run_1/layer_met2.png
Drawn at 6 px/um.
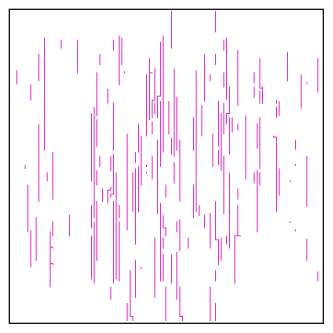
run_1/power_grid.png
Drawn at 8 px/um. Pins as bars on the die edge. Tap cells in gray.
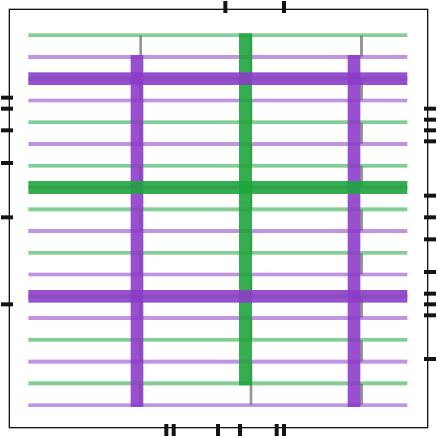
run_1/layer_met3.png
Drawn at 6 px/um. Cells faint in the background.
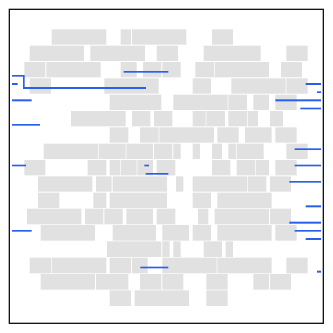
## config.mk

```make
export PLATFORM = sky130hd
export DESIGN_NAME = async_fifo_rd_ctrl
export DESIGN_NICKNAME = d
export VERILOG_FILES = /design/src/rtl/code_convert_pkg.sv /design/src/rtl/sync_ff_chain.sv /design/src/rtl/async_fifo_rd_ctrl.sv
export SDC_FILE = /design/constraint.sdc
export NUM_CORES = 1
export LEC_CHECK = 0
export CAP_MARGIN = 20
export CORE_MARGIN = 2
export CORE_UTILIZATION = 50
export CTS_CLUSTER_SIZE = 30
export DETAILED_ROUTE_END_ITERATION = 10
export PLACE_DENSITY = 0.78
export SETUP_SLACK_MARGIN = 0.5
export SLEW_MARGIN = 25
export SYNTH_ARGS = -nofsm -noshare
export SYNTH_HDL_FRONTEND = slang
export SYNTH_SLANG_ARGS = --single-unit
```

## constraint.sdc

```tcl
create_clock -name clk -period 4.1 [get_ports clk]
set_input_delay 0.82 -clock clk [delete_from_list [all_inputs] [get_ports clk]]
set_output_delay 0.82 -clock clk [all_outputs]
set_load 0.005 [all_outputs]
```

## src/rtl/code_convert_pkg.sv

```systemverilog
// rtl/code_convert_pkg.sv - Binary/Gray pointer conversion helpers shared by the async FIFO controllers.
// Callers zero-extend their pointer to CC_MAX_W bits and size-cast the result back.
package code_convert_pkg;

  localparam int CC_MAX_W = 32;

  function automatic logic [CC_MAX_W-1:0] bin2gray(input logic [CC_MAX_W-1:0] b);
    return b ^ (b >> 1);
  endfunction

  // Zero upper bits propagate as zeros, so any narrower Gray value converts correctly.
  function automatic logic [CC_MAX_W-1:0] gray2bin(input logic [CC_MAX_W-1:0] g);
    logic [CC_MAX_W-1:0] b;
    b[CC_MAX_W-1] = g[CC_MAX_W-1];
    for (int i = CC_MAX_W-2; i >= 0; i--) begin
      b[i] = b[i+1] ^ g[i];
    end
    return b;
  endfunction

endpackage

```

## src/rtl/sync_ff_chain.sv

```systemverilog
// rtl/sync_ff_chain.sv - Parameterized multi-flop synchronizer with async active-low reset to zero.
module sync_ff_chain #(
  parameter int WIDTH  = 1,
  parameter int STAGES = 2
) (
  input  logic             clk,
  input  logic             rst_n,
  input  logic [WIDTH-1:0] d,
  output logic [WIDTH-1:0] q
);

  logic [WIDTH-1:0] stage [STAGES];

  always_ff @(posedge clk or negedge rst_n) begin
    if (!rst_n) begin
      for (int i = 0; i < STAGES; i++) begin
        stage[i] <= '0;
      end
    end else begin
      stage[0] <= d;
      for (int i = 1; i < STAGES; i++) begin
        stage[i] <= stage[i-1];
      end
    end
  end

  assign q = stage[STAGES-1];

endmodule

```

## src/rtl/async_fifo_rd_ctrl.sv

```systemverilog
// rtl/async_fifo_rd_ctrl.sv - Async FIFO read-side pointer/flag controller.
// Synchronizes the Gray write pointer and derives empty, almost_empty, occupancy and underflow.
module async_fifo_rd_ctrl
  import code_convert_pkg::*;
#(
  parameter int ADDR_W          = 4,
  parameter int SYNC_STAGES     = 2,
  parameter int ALMOST_EMPTY_TH = 2
) (
  input  logic              clk,
  input  logic              rst_n,
  input  logic [ADDR_W:0]   wr_ptr_gray_i,
  input  logic              rd_en,
  output logic              pop,
  output logic [ADDR_W-1:0] rd_addr,
  output logic [ADDR_W:0]   rd_ptr_gray,
  output logic              empty,
  output logic              almost_empty,
  output logic [ADDR_W:0]   rd_count,
  output logic              underflow
);

  localparam int PTR_W = ADDR_W + 1;
  localparam logic [PTR_W-1:0] AE_TH = PTR_W'(ALMOST_EMPTY_TH);

  logic [PTR_W-1:0] wq_gray;
  logic [PTR_W-1:0] wq_bin;
  logic [PTR_W-1:0] rd_bin;
  logic [PTR_W-1:0] rd_bin_next;
  logic [PTR_W-1:0] rd_gray_next;
  logic [PTR_W-1:0] count_next;

  sync_ff_chain #(
    .WIDTH  (PTR_W),
    .STAGES (SYNC_STAGES)
  ) u_wptr_sync (
    .clk   (clk),
    .rst_n (rst_n),
    .d     (wr_ptr_gray_i),
    .q     (wq_gray)
  );

  assign wq_bin = PTR_W'(gray2bin(CC_MAX_W'(wq_gray)));

  assign pop          = rd_en & ~empty;
  assign rd_bin_next  = rd_bin + {{ADDR_W{1'b0}}, pop};
  assign rd_gray_next = PTR_W'(bin2gray(CC_MAX_W'(rd_bin_next)));
  assign count_next   = wq_bin - rd_bin_next;
  assign rd_addr      = rd_bin[ADDR_W-1:0];

  // Flags look at next-state pointers so a pop is reflected at the same edge it happens.
  always_ff @(posedge clk or negedge rst_n) begin
    if (!rst_n) begin
      rd_bin       <= '0;
      rd_ptr_gray  <= '0;
      empty        <= 1'b1;
      almost_empty <= 1'b1;
      rd_count     <= '0;
      underflow    <= 1'b0;
    end else begin
      rd_bin       <= rd_bin_next;
      rd_ptr_gray  <= rd_gray_next;
      empty        <= (rd_gray_next == wq_gray);
      almost_empty <= (count_next <= AE_TH);
      rd_count     <= count_next;
      underflow    <= underflow | (rd_en & empty);
    end
  end

endmodule
```

==> metrics.sh, run 1 <==
RESIZED_GATES_AFTER_CTS=0
SYNTH_SEQ_SHARE_PCT=58.6
WL_PER_CELL_UM=12.6
RSZ0062_AT_GRT='false'
NUMBER_OF_PORT_BUFFERS=25
CTS-HOLD-FIX-BUFFERS=0
PIN_COUNT=26
SETUP.WORST_PATH.START_CLASS='input pin'
SYNTH_AREA_SQ_MM=0.00116
TIMING.CRITICAL_PATH.ARRIVAL_NS=3.43
DRTANTENNAVIOLNETS=0
SYNTH.AREA.MUX_SHARE_PCT=0
FP.DIEAREA_SQ_MM=0.00272
STATUS='finished clean'
FINAL_CORE_UTIL_PCT=66.8
CTS_BUFFER_DEPTH=2
MAX_CAP_VIOL_COUNT=0
LAYOUT.CELLS.MOST_COMMON_LIST='sky130_fd_sc_hd__clkdlybuf4s50_1 (25), sky130_fd_sc_hd__dfrtp_1 (25), sky130_fd_sc_hd__xnor2_1 (15)'
POST_ROUTE_CELLS_DRIVE_ABOVE_1_SHARE_PCT=8.26
CRIT_PATH_TIME_FINAL_NS=3.20
SLEW_VIOLATIONS=0
DRC_VIOLATIONS_LEFT=0
-- layer_met2.png (at the start) --
- share of all routed wire: 49%
- nets with wire on the layer: 109
- longest straight run: 23.5 um

-- power_grid.png (at the start) --
- green: VDD
- purple: VSS
- signal pins: 26
- tap cells: 28
Die Wd: 52.1 um
peak supply drop: 0.000492 V
vertical extent of the die: 52.1 um
area of the core: 0.00219 sq mm

-- layer_met3.png (at the start) --
- nets with wire on the layer: 19
- wire length on this layer: 92.9 um

[run 1: synth_stat cells]
library cell                instances  share of area, %
sky130_fd_sc_hd__dfrtp_1           25                54
sky130_fd_sc_hd__xnor2_1           15                11
sky130_fd_sc_hd__ha_1               6               6.5
sky130_fd_sc_hd__inv_1              6               1.9
sky130_fd_sc_hd__xor2_1             6               4.5
sky130_fd_sc_hd__a21o_1             3               1.9
sky130_fd_sc_hd__a21oi_1            2              0.86
sky130_fd_sc_hd__buf_4              2               1.3
sky130_fd_sc_hd__dfstp_2            2               4.5
sky130_fd_sc_hd__nand3_1            2              0.86
sky130_fd_sc_hd__nor2b_1            2               1.1
sky130_fd_sc_hd__a2111oi_2          1               1.3
sky130_fd_sc_hd__a311oi_1           1              0.76
sky130_fd_sc_hd__a31oi_1            1              0.54
sky130_fd_sc_hd__and3b_1            1              0.76
sky130_fd_sc_hd__and4b_1            1              0.86
sky130_fd_sc_hd__fa_1               1               1.7
sky130_fd_sc_hd__nand2_1            1              0.32
sky130_fd_sc_hd__nand4_1            1              0.54
sky130_fd_sc_hd__xor3_1             1               2.1
sky130_fd_sc_hd__xor3_2             1               2.2
[run 1: state kept, by name, summed over array words and instances (netlist names)]
signal and cells:
u_wptr_sync.stage 5, almost_empty 1, rd_count 5, empty 1, underflow 1, rd_bin 5
u_wptr_sync.q 5, rd_ptr_gray 4
[run 1: where the power goes]
group          switching [mW]  internal [mW]  total, mW
Sequential             0.0611          0.367      0.428
Clock                  0.0743         0.0366      0.111
Combinational           0.301          0.381      0.682
[run 1: final cells by class]
cell class	count	area [sq um]	area share, %
inverters	6	22.5	1.54
repair buffers	26	258	17.6
clock buffers	3	22.5	1.54
well taps	28	35.0	2.40
flip-flops and latches	27	678	46.4
multi-input cells	46	442	30.2
clock inverters	1	5.00	0.342
[run 1: per-layer routing]
metal | share of wire [%] | vias up | wire length (um) | GRT usage, %
li1 | - | 320 | - | -
met2 | 49 | 21 | 844 | 25.5
met4 | 2.6 | 0 | 45 | 9.21
met3 | 5.3 | 5 | 92 | 3.45
met5 | 0 | - | 0 | 0
met1 | 43 | 323 | 746 | 19.5
[run 1: worst max-delay path, stage by stage]
cell                              delay [ns]
sky130_fd_sc_hd__clkdlybuf4s50_1        0.47
sky130_fd_sc_hd__nor2b_1                0.22
sky130_fd_sc_hd__ha_1                   0.30
sky130_fd_sc_hd__nand3_1                0.13
sky130_fd_sc_hd__xor2_1                 0.30
sky130_fd_sc_hd__ha_1                   0.33
sky130_fd_sc_hd__a21o_1                 0.19
sky130_fd_sc_hd__a31oi_1                0.17
sky130_fd_sc_hd__xnor2_1                0.12
sky130_fd_sc_hd__a2111oi_2              0.37
[run 1: metrics by stage]
stage          power (mW)  instance area [sq um]  setup slack (ns)  cells
2_1_floorplan       0.876                   1160              1.28     81
3_3_place_gp         1.11                   1440             0.697    133
3_5_place_dp         1.13                   1440             0.560    133
4_1_cts              1.24                   1460             0.897    137
5_1_grt              1.33                   1460             0.740    137
6_report             1.22                   1460             0.901    137
run_1/clocks.png
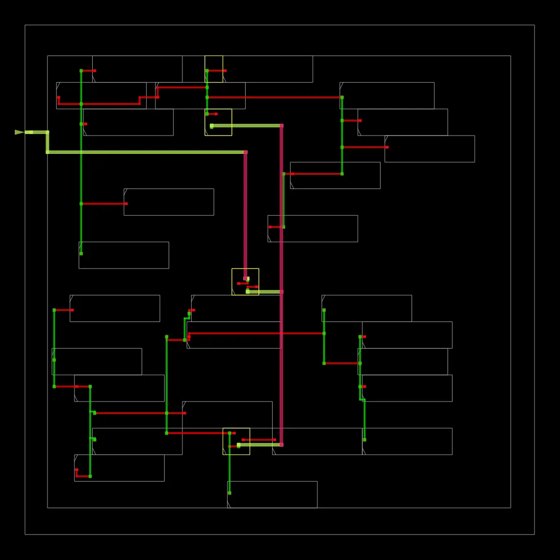

## Run 2: what changed since run 1
- CORE_UTILIZATION: 50 -> 48
- PLACE_DENSITY: 0.78 -> 0.76
- clock period: 4.1 -> 3.35 ns (I/O delays scaled with it)
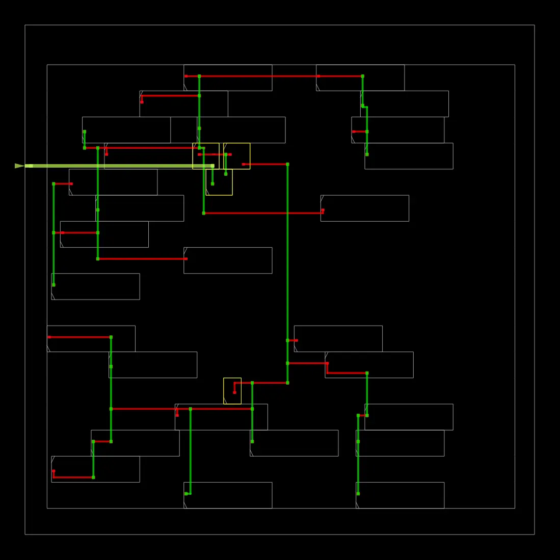
run_2/clocks.png
sequential cell count: 27
number of clock buffers in the layout: 3
Clock Power: 0.135 mW

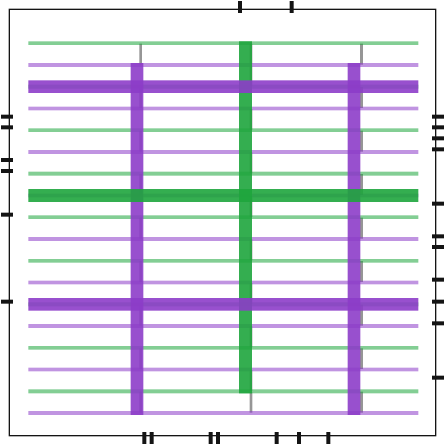
run_2/power_grid.png
Drawn at 8 px/um. Pins as bars on the die edge. Tap cells in gray.
- green: VDD
- purple: VSS
- signal pins: 26
- met1 rails: 18
Die Wd: 53.1 um
peak supply drop: 0.000612 V
area of the core: 0.00225 sq mm
vertical extent of the die: 53.1 um

==> run 2 against run 1 <==
Design area increased by 6.2%. Worst setup slack got worse by 0.26 ns. Synthesized area unchanged. Register-to-register slack got worse by 0.51 ns. Non-clock buffer count increased by 3. Synthesized cell count unchanged. Global-route usage decreased by 2.0 points. Via count increased by 2.8%. Sequential power increased by 25%. Largest cell class unchanged. Largest power group unchanged.
==> metrics.sh, run 2 <==
SLEW_VIOLATIONS=0
FP.DIEAREA_SQ_MM=0.00282
CP_SLOWEST_STAGE_DELAY_NS=0.48
RSZ0062_AT_GRT='false'
LAYOUT.CELLS.MOST_COMMON_LIST='sky130_fd_sc_hd__clkdlybuf4s50_1 (25), sky130_fd_sc_hd__dfrtp_1 (25), sky130_fd_sc_hd__xnor2_1 (15), sky130_fd_sc_hd__inv_1 (6)'
STATUS='finished clean'
COMB_POWER_SHARE_PCT=58.0
WL_PER_CELL_UM=13.2
TOP_CELLS_BY_AREA='sky130_fd_sc_hd__dfrtp_1 (54%), sky130_fd_sc_hd__xnor2_1 (11%), sky130_fd_sc_hd__ha_1 (6.5%)'
INSERTION_DELAY_NS=0.31
CELL_INTERNAL_POWER_mW=1.02
SYNTH_ASYNC_SR_FLOP_SHARE_PCT=100
TOP_AREA_SHARE_PCT=54.1
GLOBAL_ROUTE_WIRE_LENGTH_BEFORE_REPAIR_MM=2.84
POST_ROUTE_CELLS_DRIVE_ABOVE_1_SHARE_PCT=18.8
POWER_SWITCHING_mW=0.574
CTS_BUFFER_DEPTH=2
POWER.SHARE.CLOCK_PCT=8.4
FINAL_CORE_UTIL_PCT=68.9
SEQ_POWER_SHARE_PCT=33.6
CRITICAL-PATH-SLOWEST-CELL='sky130_fd_sc_hd__clkdlybuf4s50_1'
CLOCK_TREE.HTREE_LEVEL_COUNT=1
TIMING.CRITICAL_PATH.ARRIVAL_NS=2.93
CRITICAL_PATH.CELL_CHAIN='clkdlybuf4s50_1 > nor2b_2 > ha_2 > nand3_1 > xor2_2 > ha_4 > a21o_1 > a31oi_2 > xnor2_1 > a2111oi_2'
PLACEDCELLCOUNT=135
SYNTH_AREA_SQ_MM=0.00116
NETLIST_TOP_CELLS_COUNT='sky130_fd_sc_hd__dfrtp_1 (25), sky130_fd_sc_hd__xnor2_1 (15), sky130_fd_sc_hd__ha_1 (6), sky130_fd_sc_hd__inv_1 (6), sky130_fd_sc_hd__xor2_1 (6)'
FF_TYPE='sky130_fd_sc_hd__dfrtp_1'
SYNTH_SEQ_SHARE_PCT=58.6
LAYOUTNONFILLERINSTCOUNT=140
CRIT_PATH_TIME_FINAL_NS=2.71
P_SW_SHARE_PCT=36.0
SETUP-TNS-FINAL_NS=0
DRC_VIOLATIONS_LEFT=0
CELL_TYPE_WITH_THE_HIGHEST_AGGREGATE_AREA_IN_THE_NETLIST='sky130_fd_sc_hd__dfrtp_1'
CRITICAL_PATH_BUF_INV_COUNT=1
SYNTH.MOST_COMMON_CELL='sky130_fd_sc_hd__dfrtp_1'
PATH_DELAY_FAMILY='AND-OR/OR-AND gates'
DRTANTENNAVIOLNETS=0
MAX_CAP_VIOL_COUNT=0
NUMBER_OF_PORT_BUFFERS=25
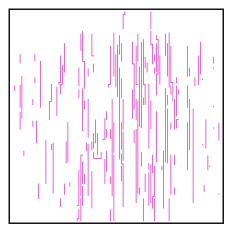
run_2/layer_met2.png
Drawn at 4 px/um.
- nets with wire on the layer: 116
- main direction: vertical
- longest straight run: 24.1 um
routed wire length: 1.85 mm
Vias: 688
GRT met2 Usage: 26.5%

-- run 2: cell types whose count changed in the layout (fill, tap and decap cells not counted), sizes merged --
| cell | change |
|---|---|
| buf | +3 |
-- run 2: final cells by class --
| type | count | area (sq um) | area share, % |
|---|---|---|---|
| Sequential cell | 27 | 678 | 43.7 |
| Tap cell | 28 | 35.0 | 2.26 |
| Timing Repair Buffer | 29 | 280 | 18.0 |
| Inverter | 6 | 22.5 | 1.45 |
| Multi-Input combinational cell | 46 | 509 | 32.8 |
| Clock buffer | 3 | 22.5 | 1.45 |
| Clock inverter | 1 | 5.00 | 0.322 |
-- run 2: how the worst max path moves through the flow --
stage	startpoint	slack, ns	to	cells after the start
2_1_floorplan	rd_en	0.68	almost_empty	9
3_3_place_gp	rd_en	0.22	almost_empty	10
3_5_place_dp	rd_en	0.15	almost_empty	10
4_1_cts	rd_en	0.52	almost_empty	11
5_1_grt	rd_en	0.52	almost_empty	10
6_report	rd_en	0.64	almost_empty	10
-- run 2: metrics by stage --
| step | total power [mW] | setup slack [ns] | cell area, sq um |
|---|---|---|---|
| 2_1_floorplan | 1.07 | 0.680 | 1160 |
| 3_3_place_gp | 1.37 | 0.219 | 1450 |
| 3_5_place_dp | 1.39 | 0.146 | 1450 |
| 4_1_cts | 1.54 | 0.524 | 1500 |
| 5_1_grt | 1.72 | 0.521 | 1550 |
| 6_report | 1.60 | 0.640 | 1550 |
-- run 2: layer usage --
metal | vias up | GRT usage [%] | share of wire (%)
li1 | 325 | - | -
met1 | 346 | 17.1 | 43
met2 | 17 | 26.5 | 54
met3 | 0 | 2.54 | 3.2
met4 | 0 | 0 | 0
met5 | - | 0 | 0
-- run 2: logic make-up after synthesis --
kind of cell	share of synthesized area (%)
DFF	58.6
xor gates and xnor gates	20.1
AOI/OAI and AO/OA	5.41
buffers and inverters	3.24
and+or+nand+nor	4.43
adders and majority gates	8.22
-- run 2: what timing repair did --
action,4_1_cts,5_1_grt
endpoints found under the setup margin,1,1
buffers inserted,1,0
resized,3,8
hold buffers,0,0
endpoints found under the hold margin,0,0
pin swaps,1,2
-- run 2: power groups by stage --
stage          Combinational [mW]  Clock [mW]  Sequential, mW
2_1_floorplan               0.553           0           0.519
3_3_place_gp                0.844           0           0.528
3_5_place_dp                0.855           0           0.536
4_1_cts                     0.873       0.139           0.528
5_1_grt                      1.01       0.154           0.550
6_report                    0.925       0.135           0.537
run_2/wires.png
Drawn at 8 px/um.
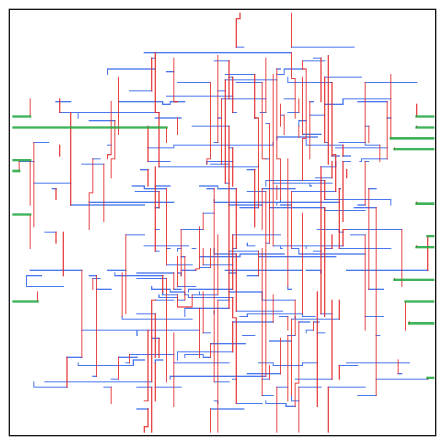

## Run 3: what changed since run 2
- clock period: 3.35 -> 2.6 ns (I/O delays scaled with it)
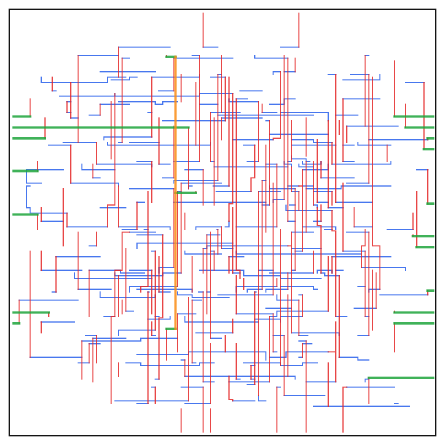
run_3/wires.png
Drawn at 8 px/um.
- green: metal 3 (wire length 77.5 um)
- red: metal 2 (wire length 1150 um)
- blue: metal 1 (wire length 924 um)
- orange: metal 4 (wire length 34.0 um)

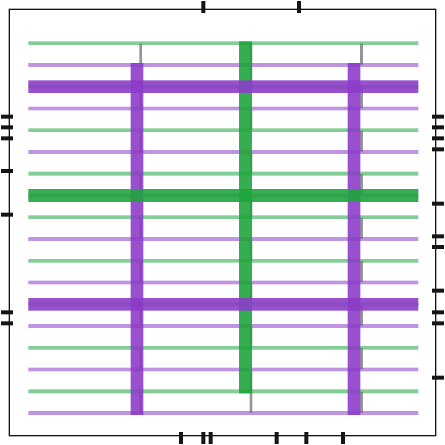
run_3/power_grid.png
Drawn at 8 px/um. Pins as bars on the die edge. Tap cells in gray.
- purple: VSS
- green: VDD
- met5 straps: 3
- signal pins: 26

==> run 3 against run 2 <==
Via count up 12%. Power up 67%. Synthesized area unchanged. Sequential share of layout area down 5.7 points. Worst setup slack worse by 0.49 ns. Non-clock buffer count up 21. Core utilization up 10 points. Cell count up 15%. Critical path type is now reg2reg. Largest power group unchanged.
==> metrics.sh, run 3 <==
STATUS='finished clean'
SETUP_WS_NS=0.149
NUMBER_OF_PORT_BUFFERS=25
CLOCK_TREE.HTREE_LEVEL_COUNT=1
DRC_VIOLATIONS_LEFT=0
SYNTH_AREA_SQ_MM=0.00116
LAYOUT.CELLS.MOST_COMMON_LIST='sky130_fd_sc_hd__dfrtp_1 (25), sky130_fd_sc_hd__clkdlybuf4s50_1 (23), sky130_fd_sc_hd__buf_4 (23), sky130_fd_sc_hd__xnor2_2 (9)'
TOTALPOWERFINAL_mW=2.66
SETUP.WORST_PATH.START_CLASS='register'
FLOORPLAN.DIE.HEIGHT_UM=53.1
CRIT_PATH_TIME_FINAL_NS=2.45
COUNT_OF_LIBRARY_FLOPS_WITH_AN_ENABLE_PIN=0
FF_TYPE='sky130_fd_sc_hd__dfrtp_1'
FP.DIEAREA_SQ_MM=0.00282
SYNTH.AREA.MUX_SHARE_PCT=0
NETLIST_TOP_CELLS_COUNT='sky130_fd_sc_hd__dfrtp_1 (25), sky130_fd_sc_hd__xnor2_1 (15), sky130_fd_sc_hd__ha_1 (6), sky130_fd_sc_hd__inv_1 (6), sky130_fd_sc_hd__xor2_1 (6)'
DPL-INSTANCE-AREA_SQ_MM=0.00156
POST_ROUTE_CELLS_DRIVE_ABOVE_1_SHARE_PCT=38.3
POST_SYNTH_AO_OA_AREA_FRACTION_PCT=5.41
SYNTH_XOR_XNOR_AREA_SHARE_PCT=20.1
FLOORPLAN.CORE_AREA_SQ_MM=0.00225
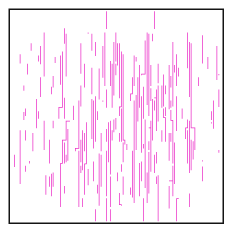
run_3/layer_met2.png
Drawn at 4 px/um.
- share of all routed wire: 53%
- wire length on this layer: 1150 um
- longest straight run: 25.5 um
- main direction: vertical
- nets with wire on the layer: 135
routed wire length: 2.19 mm
GRT met2 Usage: 32.1%
Vias: 773

[run 3: cell counts after synthesis]
No cell type changed its count.
[run 3: final timing paths]
check | endpoint | depth (start not counted) | slack (ns) | startpoint
max | almost_empty | 8 | 0.15 | u_wptr_sync.q[2]
min | u_wptr_sync.q[1] | 0 | 0.37 | u_wptr_sync.stage[6]
max reg2reg | almost_empty | 8 | 0.15 | u_wptr_sync.q[2]
min reg2reg | u_wptr_sync.q[1] | 0 | 0.37 | u_wptr_sync.stage[6]
max in group asynchronous | almost_empty | 2 | 1.76 | rst_n
min in group asynchronous | rd_ptr_gray[3] | 2 | 0.52 | rst_n
[run 3: repair_timing]
| action | in CTS | in global routing |
|---|---|---|
| gates resized | 13 | 6 |
| endpoints found under the setup margin | 7 | 7 |
| buffers inserted | 8 | 4 |
| pin swaps | 7 | 6 |
[run 3: layer usage]
layer / track usage, % / up-vias / routed length (um)
met4: 7.69 / 0 / 34
met3: 3.39 / 3 / 77
met5: 0 / - / 0
met2: 32.1 / 21 / 1150
met1: 21.4 / 385 / 924
li1: - / 364 / -
[run 3: cell families after synthesis]
logic type	after synthesis
flops	27
compound gates	8
xor+xnor	23
fa+ha+maj	7
buf+inv	8
simple gates	8
[run 3: final cells by class]
class                           count  area [sq um]
Clock buffer                        3          22.5
Clock inverter                      1          7.51
Fill cell                         139           468
Inverter                            6          22.5
Multi-Input combinational cell     46           574
Sequential cell                    27           678
Tap cell                           28          35.0
Timing Repair Buffer               50           447
[run 3: where the power goes]
| part | switching (mW) | total [mW] | internal [mW] |
|---|---|---|---|
| clock network | 0.128 | 0.187 | 0.0591 |
| logic | 0.682 | 1.78 | 1.10 |
| registers | 0.119 | 0.698 | 0.580 |
| total | 0.928 | 2.66 | 1.74 |
[run 3: worst max-delay path: stages (launching register included)]
cell and delay, ns:
sky130_fd_sc_hd__dfrtp_1 0.39, sky130_fd_sc_hd__xor3_2 0.48, sky130_fd_sc_hd__xor2_2 0.20, sky130_fd_sc_hd__xnor2_1 0.15
sky130_fd_sc_hd__ha_1 0.17, sky130_fd_sc_hd__inv_1 0.07, sky130_fd_sc_hd__fa_2 0.38, sky130_fd_sc_hd__xor2_1 0.21
sky130_fd_sc_hd__a2111oi_2 0.29
No activity file was given, so power comes from the tool's default toggle rates.
